### Signal wires on met1, run 1

Supply wires on this layer in grey.
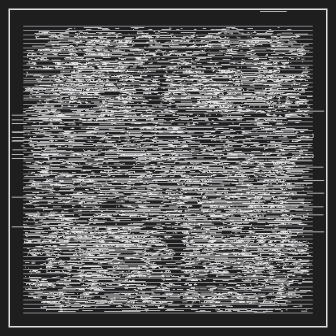
### Metal 2, run 1

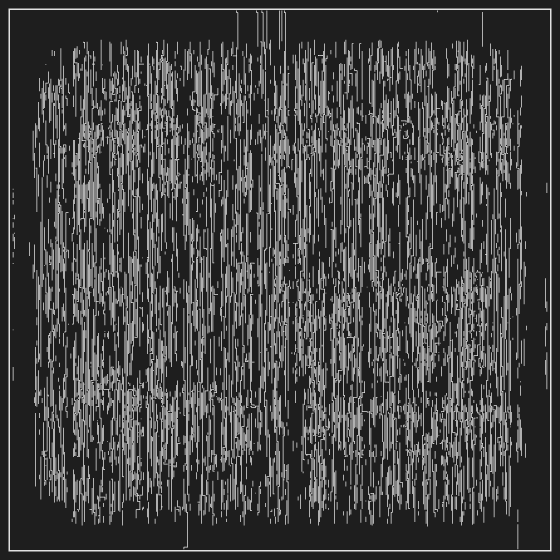
### Metal 3, run 1

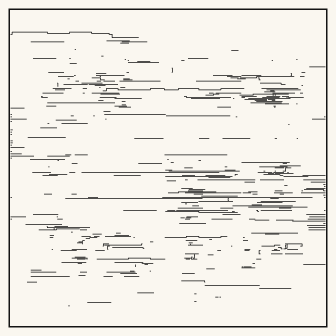
==> config.mk <==
export PLATFORM = sky130hd
export DESIGN_NAME = multi_clock_divider
export DESIGN_NICKNAME = d
export VERILOG_FILES = /design/src/rtl/multi_clock_divider.sv
export SDC_FILE = /design/constraint.sdc
export NUM_CORES = 1
export LEC_CHECK = 0
export CAP_MARGIN = 30
export CORE_MARGIN = 8
export CORE_UTILIZATION = 68
export DETAILED_ROUTE_END_ITERATION = 8
export PLACE_DENSITY = 0.82
export SLEW_MARGIN = 40
export SYNTH_ARGS = -nofsm -noshare
export SYNTH_HDL_FRONTEND = slang
export SYNTH_SLANG_ARGS = --single-unit
==> constraint.sdc <==
create_clock -name clk -period 26.1 [get_ports clk]
set_clock_uncertainty 0.1 [all_clocks]
set_input_delay 3.915 -clock clk [delete_from_list [all_inputs] [get_ports clk]]
set_output_delay 3.915 -clock clk [all_outputs]
set_load 0.03 [all_outputs]
==> notes.md, run 1 <==
fresh numbers from the pnr run: Area leader share=33.4%, Leak=10.1 nW, fin area=24700 um2, Setup violations, final=0, Simple Share, Synth=23.0%, Placed Cells=2675, Crit. End Element=register, Total Power=0.00226 W, routed len/inst=20.6 um, hold depth=2, CTS tree=done, chip height=198 um, slowest stage delay, CP=0.62 ns, launching element type of the critical path=input pin, Gate Area=11900 um2, core area=32500 um2, clock buffer count from CTS=42, asr flop ratio synth=100%, final worst-path cycle share=24.6%, gr usage total=29.1%, status=finished, final reports clean, setup_tns=0 ns
Back to the opening pictures, 'Signal wires on met1':
nets with wire on the layer	2185
wire length on this layer	24.0 mm
share of all routed wire	42%
longest straight run	47.4 um
main direction	horizontal
grt met1 use: 39.3%
DRT Wirelength: 56800 um
vias post-DR: 17700

Back to the opening pictures, 'Metal 2':
main direction	vertical
share of all routed wire	49%
longest straight run	74.0 um
routing usage on met2: 48.2%

Back to the opening pictures, 'Metal 3':
main direction	horizontal
longest straight run	93.8 um
grt met3 use: 4.23%

## run 1: layout make-up
class / instances / area share, %
Sequential cell: 396 / 40.7
Timing Repair Buffer: 71 / 2.79
Tap cell: 442 / 2.24
Clock inverter: 18 / 0.751
Clock buffer: 60 / 4.86
Inverter: 26 / 0.446
Antenna cell: 1 / 0.0101
Multi-Input combinational cell: 1741 / 48.2
## run 1: routing by layer
metal,GRT usage (%),up-vias,part of all wire [%]
li1,-,8125,-
met1,39.3,8792,42
met2,48.2,648,49
met3,4.23,120,6.5
met4,8.93,0,2.6
met5,0,-,0
## run 1: worst min-delay path, cell delays in order, from the launching register on
cell and delay [ns]:
dfstp_2 0.37, nand2_1 0.05, nand2_1 0.04
## run 1: cell usage in the layout (no fill, tap or decap), types with 47 or more instances in the layout
| master | synthesis | routed |
|---|---|---|
| mux2_2 | 107 | 107 |
| nor3_1 | 105 | 104 |
| dfstp_2 | 96 | 96 |
| nor2_1 | 264 | 263 |
| nand2_1 | 225 | 222 |
| and3_1 | 47 | 47 |
| nor4_1 | 52 | 51 |
| xnor2_1 | 136 | 136 |
| nand3_1 | 84 | 84 |
| or3_1 | 66 | 66 |
| clkdlybuf4s50_1 | 0 | 52 |
| mux2_1 | 60 | 60 |
| xor2_1 | 133 | 133 |
| dfrtp_1 | 300 | 300 |
## run 1: power by group
group | leakage [nW] | switching, W | internal (W)
clock | 0.678 | 0.000258 | 0.000344
sequential | 4.89 | 0.000194 | 0.000777
combinational | 4.55 | 0.000363 | 0.000323
## run 1: cells in the mapped netlist (all sizes together) (38+ instances only)
cell type	count
dfstp	96
nand2	226
nand4	38
nor2	264
xnor2	136
clkbuf	84
nor4	53
nand3	84
nor3	107
xor2	133
dfrtp	300
mux2	197
and3	47
or3	66
### Signal wires on met4, run 1

The bar under the picture is 50 um long. Supply wires on this layer in grey. Cells faint in the background.
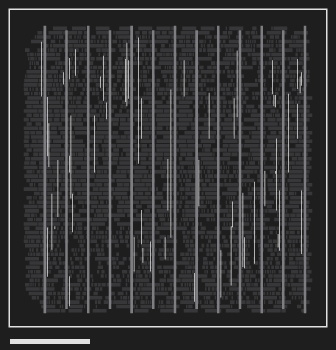

==> inputs of run 2 (changes only) <==
- CORE_UTILIZATION: 68 -> 63
- PLACE_DENSITY: 0.82 -> 0.77
- clock period: 26.1 -> 6.5 ns (I/O delays scaled with it)
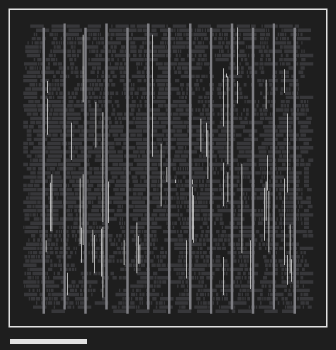
*Signal wires on met4, run 2*
The bar under the picture is 50 um long. Supply wires on this layer in grey. Cells faint in the background.
wire length on this layer	1550 um
longest straight run	78.9 um
main direction	vertical
share of all routed wire	2.7%
nets with wire on the layer	42
vias post-DR: 17600
DRT Wirelength: 57300 um

==> run 2 against run 1 <==
- synthesized cell count is the same
- critical path type is now reg -> reg
- register-to-register slack lost 19 ns
- critical endpoint is now g_ch[1].u_ch.active_half[3]
- via count shrank 0.76%
==> notes.md, run 2 <==
fresh numbers from the pnr run: CTS tree=done (unchanged), most instantiated logic cell after routing=dfrtp_1 (unchanged), gr usage total=27.4% (was 29.1%), chip height=205 um (was 198 um), status=finished, final reports clean (unchanged), hold depth=2 (unchanged), Placed Cells=2699 (was 2675), routed len/inst=20.6 um (about the same), pre-CTS setup slack=1.06 ns (was 19.15 ns), chip area=42000 um2 (was 39100 um2), synthesized net count=2327 (unchanged), Finished Layout Cells=2778 (was 2755), Hold WC Path Type=reg -> reg (unchanged), Top Metal Used=met4 (unchanged), setup_tns=0 ns (unchanged), met2 WL=27600 um (about the same), WL met1=24800 um (was 24000 um), Leak=10.2 nW (was 10.1 nW), met3 WL=3320 um (was 3680 um), core area=35400 um2 (was 32500 um2), commonest non-fill, non-tap cells in the layout=300 x dfrtp_1, 262 x nor2_1, 222 x nand2_1 (was 300 x dfrtp_1, 263 x nor2_1, 222 x nand2_1), Synth top cells by count=300 x dfrtp_1, 264 x nor2_1, 225 x nand2_1 (unchanged), clock buffer count from CTS=42 (unchanged), final worst-path cycle share=87.6%, asr flop ratio synth=100% (unchanged), Area leader share=33.4% (unchanged), Reg2Reg Setup Slack=0.81 ns (was 20.21 ns)
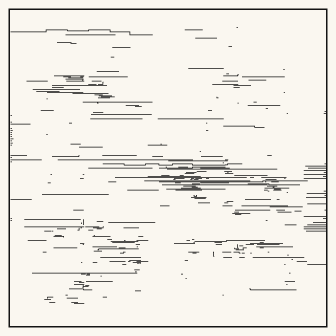
*Metal 3, run 2*
share of all routed wire	5.8%
longest straight run	87.4 um
main direction	horizontal
grt met3 use: 4.25%

-- run 2: through the flow --
step	power [W]	instance area, um2
2_1_floorplan	0.00583	22500
3_3_place_gp	0.00651	23300
3_5_place_dp	0.00662	23300
4_1_cts	0.00918	24800
5_1_grt	0.00969	24900
6_report	0.00918	24900
-- run 2: worst max-delay path, cell delays in order, from the launching register on --
cell     delay [ns]
dfrtp_1        0.44
nor3_1         0.54
nand4_1        0.58
nor3_2         0.59
a21oi_1        0.14
ha_1           0.32
xnor2_1        0.13
a221o_1        0.28
nor3_1         0.20
and4_1         0.27
nand4_1        0.12
nor4_2         0.42
a31oi_2        0.13
buf_4          0.26
or2_2          0.57
a221o_1        0.45
-- run 2: kinds of logic (layout without fill, tap and decap cells) --
group                    count (synthesis)  in the layout  share of synthesized area (%)
AND-OR/OR-AND                          237            237                           7.96
XOR/XNOR                               269            269                           10.5
adder cells (fa/ha/maj)                  8              8                          0.445
buffers and inverters                  141            180                           2.76
flip-flops                             396            396                           44.6
multiplexers                           206            206                           10.8
AND/OR/NAND/NOR                       1021           1021                           23.0
-- run 2: layer usage --
layer / GRT usage [%] / up-vias
met5: 0 / -
met4: 8.78 / 0
met3: 4.25 / 116
met2: 45.3 / 536
met1: 36.8 / 8762
li1: - / 8136
-- run 2: power breakdown --
group	leakage (nW)	switching, W	internal, W	total (W)
sequential	4.89	0.000760	0.00312	0.00388
clock	0.729	0.000996	0.00153	0.00253
combinational	4.58	0.00147	0.00130	0.00278
total	10.2	0.00323	0.00596	0.00918
-- run 2: area by class of cell --
cell class / instances / area (um2)
clock inverters: 19 / 230
well taps: 461 / 577
repair buffers: 76 / 773
multi-input cells: 1741 / 11900
fillers: 2758 / 10500
inverters: 26 / 101
flip-flops and latches: 396 / 10000
clock buffers: 59 / 1240
### Signal wires on met1, run 2

Supply wires on this layer in grey.
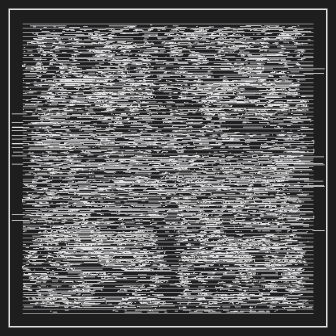

==> inputs of run 3 (changes only) <==
- CORE_UTILIZATION: 63 -> 55
- PLACE_DENSITY: 0.77 -> 0.79
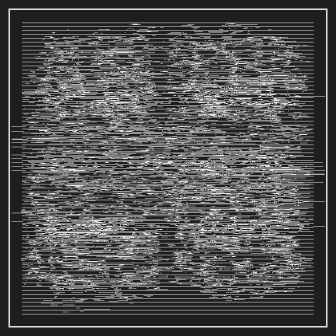
*Signal wires on met1, run 3*
Supply wires on this layer in grey.
wire length on this layer	25.4 mm
longest straight run	65.8 um
vias post-DR: 17600
grt met1 use: 32.7%

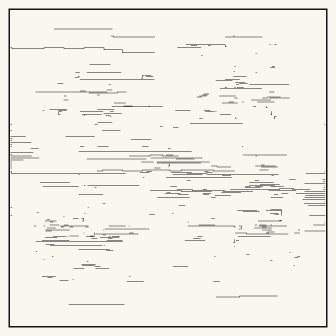
*Metal 3, run 3*
main direction	horizontal
share of all routed wire	5.6%
DRT Wirelength: 57600 um
grt met3 use: 3.62%

==> run 3 against run 2 <==
- clock power fell by 4%
- cell count rose by 2.7%
- combinational power barely moved
- wire length rose by 0.64%
- largest cell class unchanged
- critical path depth did not move
- register-to-register slack improved by 0.21 ns
- global-route usage fell by 3.3 points
- setup slack improved by 0.21 ns
- area after synthesis did not move
- critical path type unchanged
==> notes.md, run 3 <==
fresh numbers from the pnr run: Net Switching=0.00323 W (about the same), Pwr top=registers (unchanged), Comb group=0.00277 W (was 0.00278 W), Seq pwr share=42.8% (was 42.3%), seq pwr=0.00388 W (about the same), Internal=0.00586 W (was 0.00596 W), Hold WC Path Type=reg -> reg (unchanged), met2 WL=27500 um (was 27600 um), clock buffer count from CTS=42 (unchanged), WL met1=25400 um (was 24800 um), Logic pwr share=30.5% (was 30.2%), clock power share=26.8% (was 27.5%), met3 WL=3220 um (was 3320 um), status=finished, final reports clean (unchanged), FILL cells=3396 (was 2758), chip height=218 um (was 205 um), final worst-path cycle share=84.3% (was 87.6%), hold depth=2 (unchanged), Net Sw Frac=35.5% (was 35.1%), chip area=47600 um2 (was 42000 um2), Reg2Reg Setup Slack=1.02 ns (was 0.81 ns), count leader, synth=dfrtp_1 (unchanged), Area leader share=33.4% (unchanged), gr usage total=24.2% (was 27.4%), core area=40600 um2 (was 35400 um2), synthesized net count=2327 (unchanged), pre-CTS setup slack=1.10 ns (was 1.06 ns), most instantiated logic cell after routing=dfrtp_1 (unchanged), Top Metal Used=met5 (was met4), Clk power=0.00243 W (was 0.00253 W), Setup violations, final=0 (unchanged), Leak=10.2 nW (about the same), register share after synthesis=44.6% (unchanged), setup_tns=0 ns (unchanged), launching element type of the critical path=register (unchanged), routed len/inst=20.2 um (was 20.6 um), commonest non-fill, non-tap cells in the layout=300 x dfrtp_1, 262 x nor2_1, 223 x nand2_1 (was 300 x dfrtp_1, 262 x nor2_1, 222 x nand2_1), asr flop ratio synth=100% (unchanged)
-- run 3: cell count changes in the layout (fill, tap and decap cells not counted), moves of 2 or more --
cell / previous run / this run
clkbuf_1: 8 / 14
clkbuf_8: 6 / 8
clkinv_2: 11 / 6
bufinv_16: 5 / 3
diode_2: 0 / 3
clkbuf_16: 45 / 43
-- run 3: critical path: stages (launching register included) --
cell     delay [ns]
dfrtp_1        0.44
or4_1          0.62
or4_4          0.55
nor3_2         0.39
a21oi_1        0.13
ha_1           0.31
xnor2_1        0.12
a221o_1        0.27
nor3_1         0.20
and4_1         0.25
nand4_1        0.12
nor4_2         0.41
a31oi_2        0.13
buf_4          0.27
or2_2          0.58
a221o_1        0.44
-- run 3: cell type report --
class / count / area, um2 / share of cell area [%]
Inverter: 26 / 101 / 0.407
Clock buffer: 65 / 1240 / 4.97
Clock inverter: 12 / 145 / 0.583
Timing Repair Buffer: 78 / 816 / 3.28
Tap cell: 532 / 666 / 2.67
Sequential cell: 396 / 10000 / 40.3
Multi-Input combinational cell: 1741 / 11900 / 47.8
Antenna cell: 3 / 7.51 / 0.0301
-- run 3: kinds of logic (layout without fill, tap and decap cells) --
kind of cell	after synthesis	in the layout	synth area share (%)
other cells	0	3	0
compound gates	237	237	7.96
flops	396	396	44.6
xor+xnor	269	269	10.5
simple gates	1021	1021	23.0
buf+inv	141	181	2.76
fa+ha+maj	8	8	0.445
mux	206	206	10.8
-- run 3: through the flow --
step	cell area, um2	instances
2_1_floorplan	22500	2278
3_3_place_gp	23400	2768
3_5_place_dp	23500	2771
4_1_cts	24800	2848
5_1_grt	24900	2850
6_report	24900	2853
-- run 3: metal layers --
layer / vias up / global-route usage, %
met5: - / 0
met4: 2 / 7.99
met3: 117 / 3.62
met2: 531 / 39.5
met1: 8842 / 32.7
li1: 8139 / -
Power and IR drop assume default switching activity.
